$ cat config.mk
export PLATFORM = sky130hd
export DESIGN_NAME = seq_shifter
export DESIGN_NICKNAME = d
export VERILOG_FILES = /design/src/rtl/seq_shifter.sv
export SDC_FILE = /design/constraint.sdc
export NUM_CORES = 1
export LEC_CHECK = 0
export ABC_AREA = 1
export CORE_MARGIN = 4
export CORE_UTILIZATION = 45
export DETAILED_ROUTE_END_ITERATION = 8
export PLACE_DENSITY = 0.8
export SETUP_SLACK_MARGIN = 0.02
export SYNTH_ARGS = -nofsm -noshare
export SYNTH_HDL_FRONTEND = slang
export SYNTH_SLANG_ARGS = --single-unit
$ cat constraint.sdc
create_clock -name clk -period 1.71 [get_ports clk]
set_clock_uncertainty 0.1 [all_clocks]
set_input_delay 0.342 -clock clk [delete_from_list [all_inputs] [get_ports clk]]
set_output_delay 0.342 -clock clk [all_outputs]
set_load 0.01 [all_outputs]
$ cat src/rtl/seq_shifter.sv
// seq_shifter: multi-cycle shift unit, one bit position per clock.
// Request and result travel over valid/ready handshakes; operands and mode
// bits are captured when the request is accepted.
// Optional feature: define SEQ_SHIFTER_ROTATE_EN to add the rot input, which
// selects rotate instead of shift (AL is then ignored).
module seq_shifter #(
    parameter int WIDTH = 8,
    parameter int SHW   = 3
) (
    input  logic             clk,
    input  logic             rst,
    input  logic             in_valid,
    output logic             in_ready,
    input  logic [WIDTH-1:0] din,
    input  logic [SHW-1:0]   shamt,
    input  logic             LR,
    input  logic             AL,
`ifdef SEQ_SHIFTER_ROTATE_EN
    input  logic             rot,
`endif
    output logic             out_valid,
    input  logic             out_ready,
    output logic [WIDTH-1:0] dout,
    output logic             busy
);

    typedef enum logic [1:0] {
        IDLE  = 2'd0,
        SHIFT = 2'd1,
        DONE  = 2'd2
    } state_t;

    state_t           state_q, state_d;
    logic [WIDTH-1:0] shreg_q, shreg_d;
    logic [SHW-1:0]   cnt_q,   cnt_d;
    logic             lr_q,    lr_d;
    logic             al_q,    al_d;
`ifdef SEQ_SHIFTER_ROTATE_EN
    logic             rot_q,   rot_d;
`endif

    logic             left_fill;
    logic             right_fill;
    logic [WIDTH-1:0] shift_nxt;

    // Bits shifted in at the vacated end for the captured mode
    always_comb begin
`ifdef SEQ_SHIFTER_ROTATE_EN
        left_fill  = rot_q & shreg_q[WIDTH-1];
        right_fill = rot_q ? shreg_q[0] : (al_q & shreg_q[WIDTH-1]);
`else
        left_fill  = 1'b0;
        right_fill = al_q & shreg_q[WIDTH-1];
`endif
        shift_nxt = lr_q ? {shreg_q[WIDTH-2:0], left_fill}
                         : {right_fill, shreg_q[WIDTH-1:1]};
    end

    // Next-state and datapath update
    // A zero shift amount still passes through one SHIFT cycle (with no shift)
    // so the result appears one cycle after accept, like a shift of one.
    always_comb begin
        state_d = state_q;
        shreg_d = shreg_q;
        cnt_d   = cnt_q;
        lr_d    = lr_q;
        al_d    = al_q;
`ifdef SEQ_SHIFTER_ROTATE_EN
        rot_d   = rot_q;
`endif
        case (state_q)
            IDLE: begin
                if (in_valid) begin
                    shreg_d = din;
                    cnt_d   = shamt;
                    lr_d    = LR;
                    al_d    = AL;
`ifdef SEQ_SHIFTER_ROTATE_EN
                    rot_d   = rot;
`endif
                    state_d = SHIFT;
                end
            end
            SHIFT: begin
                if (cnt_q != '0) begin
                    shreg_d = shift_nxt;
                    cnt_d   = cnt_q - 1'b1;
                end
                if (cnt_q <= SHW'(1)) begin
                    state_d = DONE;
                end
            end
            DONE: begin
                if (out_ready) begin
                    state_d = IDLE;
                end
            end
            default: begin
                state_d = IDLE;
            end
        endcase
    end

    // State registers with synchronous reset
    always_ff @(posedge clk) begin
        if (rst) begin
            state_q <= IDLE;
            shreg_q <= '0;
            cnt_q   <= '0;
            lr_q    <= 1'b0;
            al_q    <= 1'b0;
`ifdef SEQ_SHIFTER_ROTATE_EN
            rot_q   <= 1'b0;
`endif
        end else begin
            state_q <= state_d;
            shreg_q <= shreg_d;
            cnt_q   <= cnt_d;
            lr_q    <= lr_d;
            al_q    <= al_d;
`ifdef SEQ_SHIFTER_ROTATE_EN
            rot_q   <= rot_d;
`endif
        end
    end

    // Handshake and status outputs decoded from state
    always_comb begin
        in_ready  = (state_q == IDLE) && !rst;
        out_valid = (state_q == DONE);
        busy      = (state_q != IDLE);
        dout      = shreg_q;
    end

endmodule

==> Changelog: implementation, run 1 <==
## Flow update

- Outcome: complete, no violations
- PD cells: 876 mW/mm^2
- Vias in the first global route: 832
- Worst Reg-to-Reg Cells: 8
- Tool warnings: 28
- Critical-path top delay cell: clkdlybuf4s50_1
- GPL Wtd Cong: 0.823
- Sw Ratio: 0.362
- Met2 Use GR: 0.304
- DRT Wirelength: 2.20 mm
- CP endpoint kind: output pin
- Synthesized registers: 15
- Maximum VDD drop: roughly 0.64 mV
- Syn. warnings: 0
- Slew margin rel.: 0.832
- # H-tree levels: 1
- Residual DRC: 0
- Crit Path Max Fanout: 3
- DP Wirelength: 1.65 mm
- Slowest stage delay, CP: 0.56 ns
- Slew @ Worst Pin: around 0.25 ns
- GRT busiest layer: met2
- Pin count of the biggest net entering global routing: 19
- M3 GR Usage: 0.0535
- Layout Utilization: 0.678
- Mapped Cells: 134
- IO Port Bufs: 27
- Vias per cell: 4.91
- Average wire per standard cell: 11.6 um
- Clock power share: 0.189
- Average size of a mapped cell: around 6.8 um^2
- Switching pwr: around 0.00039 W
- Post-Syn Area: approximately 910 um^2
- Area growth, synth to finish: 36.2%
- DR vias: 933
- DRT Pass-1 Iters: 5
- Top-area cell share: 0.331
- Share of layout cells above drive strength 1: 0.127
- Hold-fix buffers at CTS: 0
- GRT met1 Usage: 0.203
- Reg clk slew, reported paths: 0.09 ns
- CTS tree: built
- Overall Global Routing Usage: 0.173
- Hold depth: 2
- RSZ-0062 raised after global routing: false
- CP delay by family, top: buffers and inverters
- Comb power frac: 0.392
- Critical Setup Path Class: reg2out
- Minimum clock period: 1.64 ns
- Final hold viol count: 0
- Final tally of max-slew violations: 0
- Fill cells: 174
- Post-synth cell types: 25
- Sink Count: 15
- Chip height: 52.9 um
- Min-delay worst type: reg2reg
- FMAX: about 0.61 GHz
- Final Power: 0.00108 W
- Iteration-0 DRC Markers: 24
- N_diodes: 0
- Period utilization: 0.961
- CP Data Arrival Time: 1.20 ns
- Die Wd: 52.9 um
- Top cells excl fill/tap: 32 x nand2_1, 20 x clkdlybuf4s50_1, 17 x nor2_1
- Cell-internal power: 0.000690 W
- Static Leakage: 0.593 nW
- CP cell instances: clkdlybuf4s50_1
- Core Footprint: 0.00182 mm^2
- Yosys synthesis chip area: 906 um^2
- Initial antenna violation count: 0
- NumNets Final: 186
- Main area contributors: dfxtp_1 33%, nand2_1 13%, nor2_1 7.0%
- Levels on crit path: 1
- Req. time, crit path: 1.27 ns
-- run 1: metrics by stage --
step	hold slack (ns)	TNS, ns	area, um^2	cells	setup slack (ns)
floorplan	0.304	0	906	134	0.429
global placement	0.373	-0.127	1200	186	-0.127
detailed placement	0.379	-0.131	1200	186	-0.131
CTS	0.400	0	1220	190	0.0244
global route	0.448	0	1230	190	0.0361
finish	0.395	0	1230	190	0.0668
-- run 1: state kept, by name, indices dropped and copies added, names as in the netlist --
register	count
dout	8
cnt_q	3
state_q	2
al_q	1
lr_q	1
-- run 1: synth_stat cells, drive strengths merged --
cell type  count
nand2         35
nor2          19
o21ai         18
dfxtp         15
inv           15
a21oi         11
nand3         10
buf            4
ha             3
clkbuf         1
clkinv         1
nand3b         1
xnor2          1
-- run 1: power by group through the flow --
stage | sequential (W) | clock [W] | combinational [W]
after global placement | 0.000455 | 0 | 0.000421
after detailed placement | 0.000457 | 0 | 0.000433
final | 0.000452 | 0.000205 | 0.000424
after floorplan | 0.000457 | 0 | 0.000279
after CTS | 0.000448 | 0.000211 | 0.000428
after global routing | 0.000460 | 0.000229 | 0.000473
-- run 1: cell type report --
class                           instances  area (um^2)  share of cell area
Multi-Input combinational cell         98          497               0.403
Timing Repair Buffer                   32          312               0.253
Sequential cell                        15          308               0.249
Inverter                               16         60.1              0.0487
Tap cell                               25         31.3              0.0254
Clock buffer                            4         26.3              0.0213
-- run 1: logic make-up after synthesis --
family / count (synthesis) / share of synthesized area
simple gates: 65 / 0.333
compound gates: 29 / 0.164
buf+inv: 21 / 0.120
flops: 15 / 0.331
fa+ha+maj: 3 / 0.0414
xor+xnor: 1 / 0.00967
-- run 1: path summary, 6_finish.rpt --
path | slack, ns | start | endpoint
setup reg to reg | 0.27 | cnt_q[0] | dout[3]
setup / recovery | 0.07 | dout[4] | dout[4]
hold / removal | 0.39 | al_q | al_q
hold reg to reg | 0.39 | al_q | al_q
-- run 1: worst reg2reg max path: stages, from the launching register on --
cell	delay, ns
dfxtp_1	0.38
inv_1	0.10
ha_1	0.20
nand2_1	0.08
nand2_2	0.10
nand2_8	0.14
nand2_1	0.07
a21oi_1	0.12
nor2_1	0.05
-- run 1: timing repair --
action	CTS	global route
endpoints found under the setup margin	4	7
gates cloned	0	0
resized	6	7
setup buffers	0	0
-- run 1: layer usage --
metal,vias to the layer above,share of wire,wire (um)
met3,2,0.072,159
met2,36,0.46,1020
li1,486,-,-
met1,409,0.46,1010
met5,-,0,0
met4,0,0.0055,12
**Run 1: clock nets**

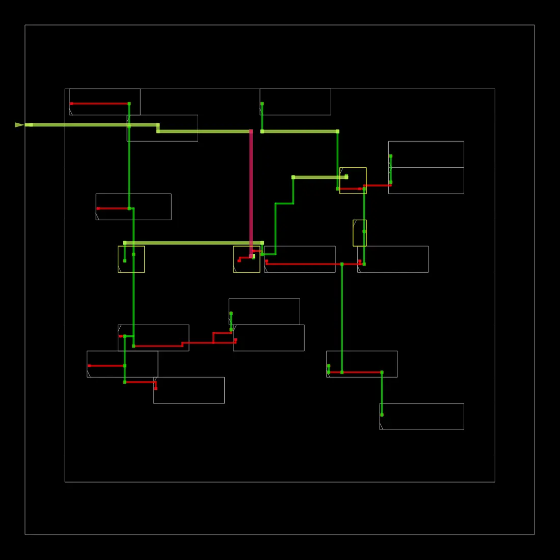
Clock group: 0.000205 W
registers: 15
CTS buffer count: 3
worst skew pair latency: 0.28 ns
clkbuf count: 4

**Run 1: supply network**

Bar = 20 um. Pins as bars on the die edge.
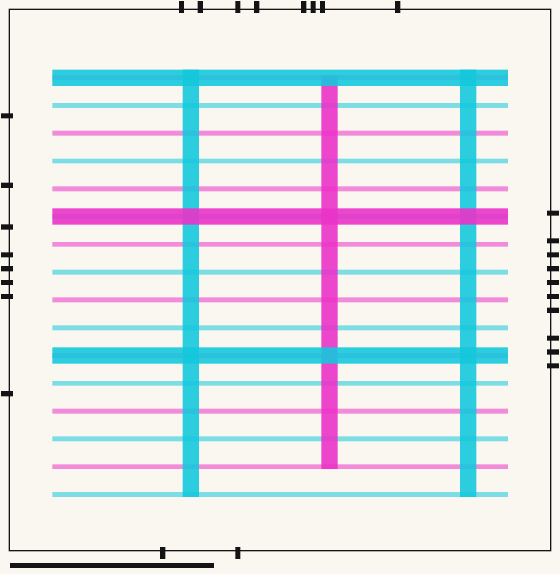
VSS -> cyan
VDD -> magenta
met5 straps = 3
signal pins = 28

**Run 1: M2 wires**

Bar = 20 um.
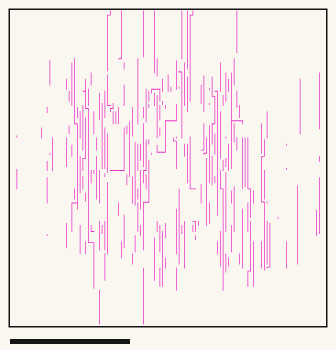
wire length on this layer = 1020 um
share of all routed wire = 46%
main direction = vertical

## Run 2: what changed since run 1
--- a/config.mk
+++ b/config.mk
@@ -6,6 +6,7 @@
 export NUM_CORES = 1
 export LEC_CHECK = 0
 export ABC_AREA = 1
+export CAP_MARGIN = 25
 export CORE_MARGIN = 4
 export CORE_UTILIZATION = 45
 export DETAILED_ROUTE_END_ITERATION = 8
**Run 2: M3 wires**

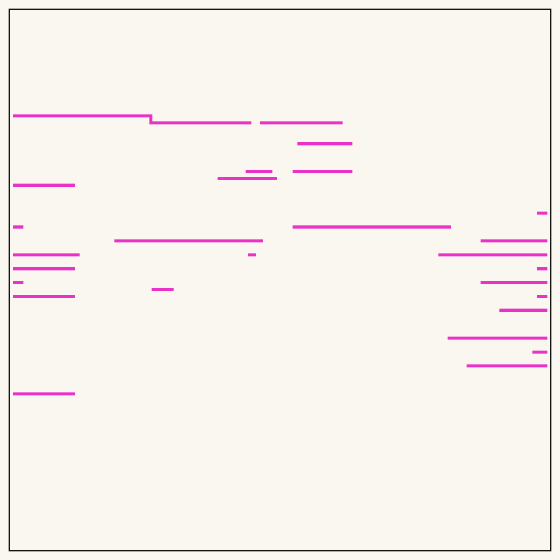
nets with wire on the layer = 25
share of all routed wire = 7.2%
wire length on this layer = 160 um
longest straight run = 15.2 um
main direction = horizontal

==> run 2 against run 1 <==
First-iteration DRC count is the same. Hold slack is the same. Sequential power is essentially flat. Utilization is the same. Wire length is the same. Global-route usage is the same. Synthesized area is the same. Die size is the same. Via count is the same. Clock power is essentially flat. Setup slack is the same. Count of clock-buffer cells in the layout is the same. Largest power group unchanged.
==> Changelog: implementation, run 2 <==
## Flow update

- Outcome: complete, no violations
- Post-Syn Area: 906 um^2 (unchanged)
- Max-cap violations: 0
- GPL Wtd Cong: 0.823 (unchanged)
- Reg clk slew, reported paths: 0.09 ns (about the same)
- Tool warnings: 28 (unchanged)
- NumNets Final: 186 (unchanged)
- Main flop type: dfxtp_1
- # H-tree levels: 1 (unchanged)
- IO Count: 28
- Iteration-0 DRC Markers: 24 (unchanged)
- CP cell instances: clkdlybuf4s50_1
- Number of flip-flops in the largest register: 8 (unchanged)
- PD cells: 876 mW/mm^2 (unchanged)
- Min-delay worst type: reg2reg
- Commonest cells post-synth: 32 x nand2_1, 17 x nor2_1, 15 x dfxtp_1
- Final tally of max-slew violations: 0 (unchanged)
- Final setup vio count: 0
- Layout Utilization: 0.678 (unchanged)
- CP Buf/Inv Count: 1
- Maximum VDD drop: 0.635 mV (unchanged)
- Average wire per standard cell: 11.6 um (unchanged)
- FMAX: 0.609 GHz (unchanged)
- Syn. warnings: 0 (unchanged)
- Clock power share: 0.189 (about the same)
- Slew margin rel.: 0.832 (unchanged)
- FP Rows: 15
- Initial antenna violation count: 0 (unchanged)
- Die Wd: 52.9 um (unchanged)
- Post-synth cell types: 25 (unchanged)
- Final hold viol count: 0 (unchanged)
- Static Leakage: 0.593 nW (unchanged)
- Cell-internal power: 0.000690 W (unchanged)
- Sw Ratio: 0.362 (unchanged)
- Comb power frac: 0.392 (about the same)
- Detail Route Antenna Nets: 0
- Synth top cell by count: nand2_1
- Clock Root Buffer: clkbuf_4
- DRT Pass-1 Iters: 5 (unchanged)
- Async SR Flop Fraction: 0 (unchanged)
- Syn nets: around 150
- Area growth, synth to finish: 36.2% (unchanged)
- Average size of a mapped cell: 6.76 um^2 (unchanged)
- Main area contributors: dfxtp_1 33%, nand2_1 13%, nor2_1 7.0%
- Hold-fix buffers at CTS: 0 (unchanged)
- Overall Global Routing Usage: 0.173 (unchanged)
- CP startpoint kind: flip-flop
- Worst skew pair latency: 0.28 ns (about the same)
- CP delay by family, top: buffers and inverters
- Residual DRC: 0 (unchanged)
- Crit Path Max Fanout: 3 (unchanged)
- Critical Setup Path Class: reg2out
- Ys cells: 134
- Finished Cell Area: 0.00123 mm^2 (unchanged)
- Slew @ Worst Pin: 0.252 ns (unchanged)
- Post-synth seq share: 0.331
- Floorplan Utilization: 0.498
- Cell Area, Placed: 0.00120 mm^2 (unchanged)
- Clock Path Buffers: 2
- Postcts setup bufs: 0 (unchanged)
- Pin count of the biggest net entering global routing: 19 (unchanged)
- Dominant cell type by area after synthesis: dfxtp_1
- Mapped Cells: 134 (unchanged)
- Flip-flops with a built-in enable: 0 (unchanged)
- Vias per cell: 4.91 (unchanged)
- DRT Wirelength: 2.20 mm (unchanged)
- Vias in the first global route: 832 (unchanged)
- Core Footprint: 0.00182 mm^2 (unchanged)
- Critical-path top delay cell: clkdlybuf4s50_1
- CP Data Arrival Time: 1.20 ns (about the same)
- Period utilization: 0.961 (unchanged)
- Chip height: 52.9 um (unchanged)
- Most frequent logic cell in the layout: nand2_1
- DP Wirelength: 1.65 mm (unchanged)
- Setup TNS: 0 ns (unchanged)
- Share of layout cells above drive strength 1: 0.127 (unchanged)
- Switching pwr: 0.000391 W (unchanged)
- Grt ovf: 0
- Synthesized registers: 15 (unchanged)
- First-pass GRT wire length: 3.55 mm
- Post-cts sizing count: 6 (unchanged)
- Slowest stage delay, CP: 0.56 ns (about the same)
- Yosys synthesis chip area: 906 um^2 (unchanged)
- CP endpoint kind: output pin
- Top cells excl fill/tap: 32 x nand2_1, 20 x clkdlybuf4s50_1, 17 x nor2_1
- Top-area cell share: 0.331 (unchanged)
- Minimum clock period: 1.64 ns (unchanged)
- CTS tree: built
- Req. time, crit path: 1.27 ns (about the same)
- IO Port Bufs: 27 (unchanged)
- N_diodes: 0 (unchanged)
- CTS buffer count: 3 (unchanged)
- Die area: 0.00279 mm^2
- DR vias: 933 (unchanged)
- Part of the power in registers: 0.419
- RSZ-0062 raised after global routing: false
**Run 2: clock nets**

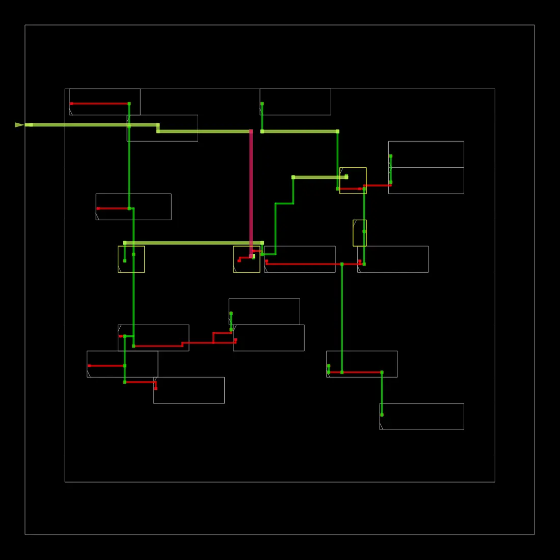
Sink Count: 15

## run 2: cell counts after synthesis
Identical to the previous run, type by type.
## run 2: power groups by stage
stage	clock network, W	logic [W]	registers [W]
finish	0.000205	0.000424	0.000452
global route	0.000229	0.000473	0.000460
CTS	0.000211	0.000428	0.000448
detailed placement	0	0.000433	0.000457
global placement	0	0.000421	0.000455
floorplan	0	0.000279	0.000457
## run 2: final timing paths
path / from / to / slack (ns) / depth (start not counted)
max: dout[4] / dout[4] / 0.07 / 1
min: al_q / al_q / 0.39 / 2
max reg2reg: cnt_q[0] / dout[3] / 0.27 / 8
min reg2reg: al_q / al_q / 0.39 / 2
## run 2: area by class of cell
class                      instances  area, um^2
sequential                        15         308
fill                             174         587
timing repair buffer              32         312
inverter                          16        60.1
tap                               25        31.3
clock buffer                       4        26.3
multi-input combinational         98         497
## run 2: stage by stage
step / cells / power, W / worst slack, ns / hold slack [ns]
final: 190 / 0.00108 / 0.0668 / 0.395
after global routing: 190 / 0.00116 / 0.0361 / 0.448
after CTS: 190 / 0.00109 / 0.0244 / 0.400
after detailed placement: 186 / 0.000890 / -0.131 / 0.379
after global placement: 186 / 0.000876 / -0.127 / 0.373
after floorplan: 134 / 0.000736 / 0.429 / 0.304
## run 2: metal layers
metal	track usage	up-vias	wire length [um]
li1	-	486	-
met1	0.203	409	1010
met2	0.304	36	1020
met3	0.0535	2	159
met4	0.0426	0	12
met5	0	-	0
## run 2: worst min-delay path: cells and delay by family, from the launching register on
kind	cells	cell delay [ns]
compound gates	1	0.05
simple gates	1	0.08
flops	1	0.34
## run 2: logic make-up after synthesis
| group | Yosys count | share of synthesized area |
|---|---|---|
| xor+xnor | 1 | 0.00967 |
| compound gates | 29 | 0.164 |
| buf+inv | 21 | 0.120 |
| simple gates | 65 | 0.333 |
| fa+ha+maj | 3 | 0.0414 |
| flops | 15 | 0.331 |
Power and IR drop assume default switching activity.
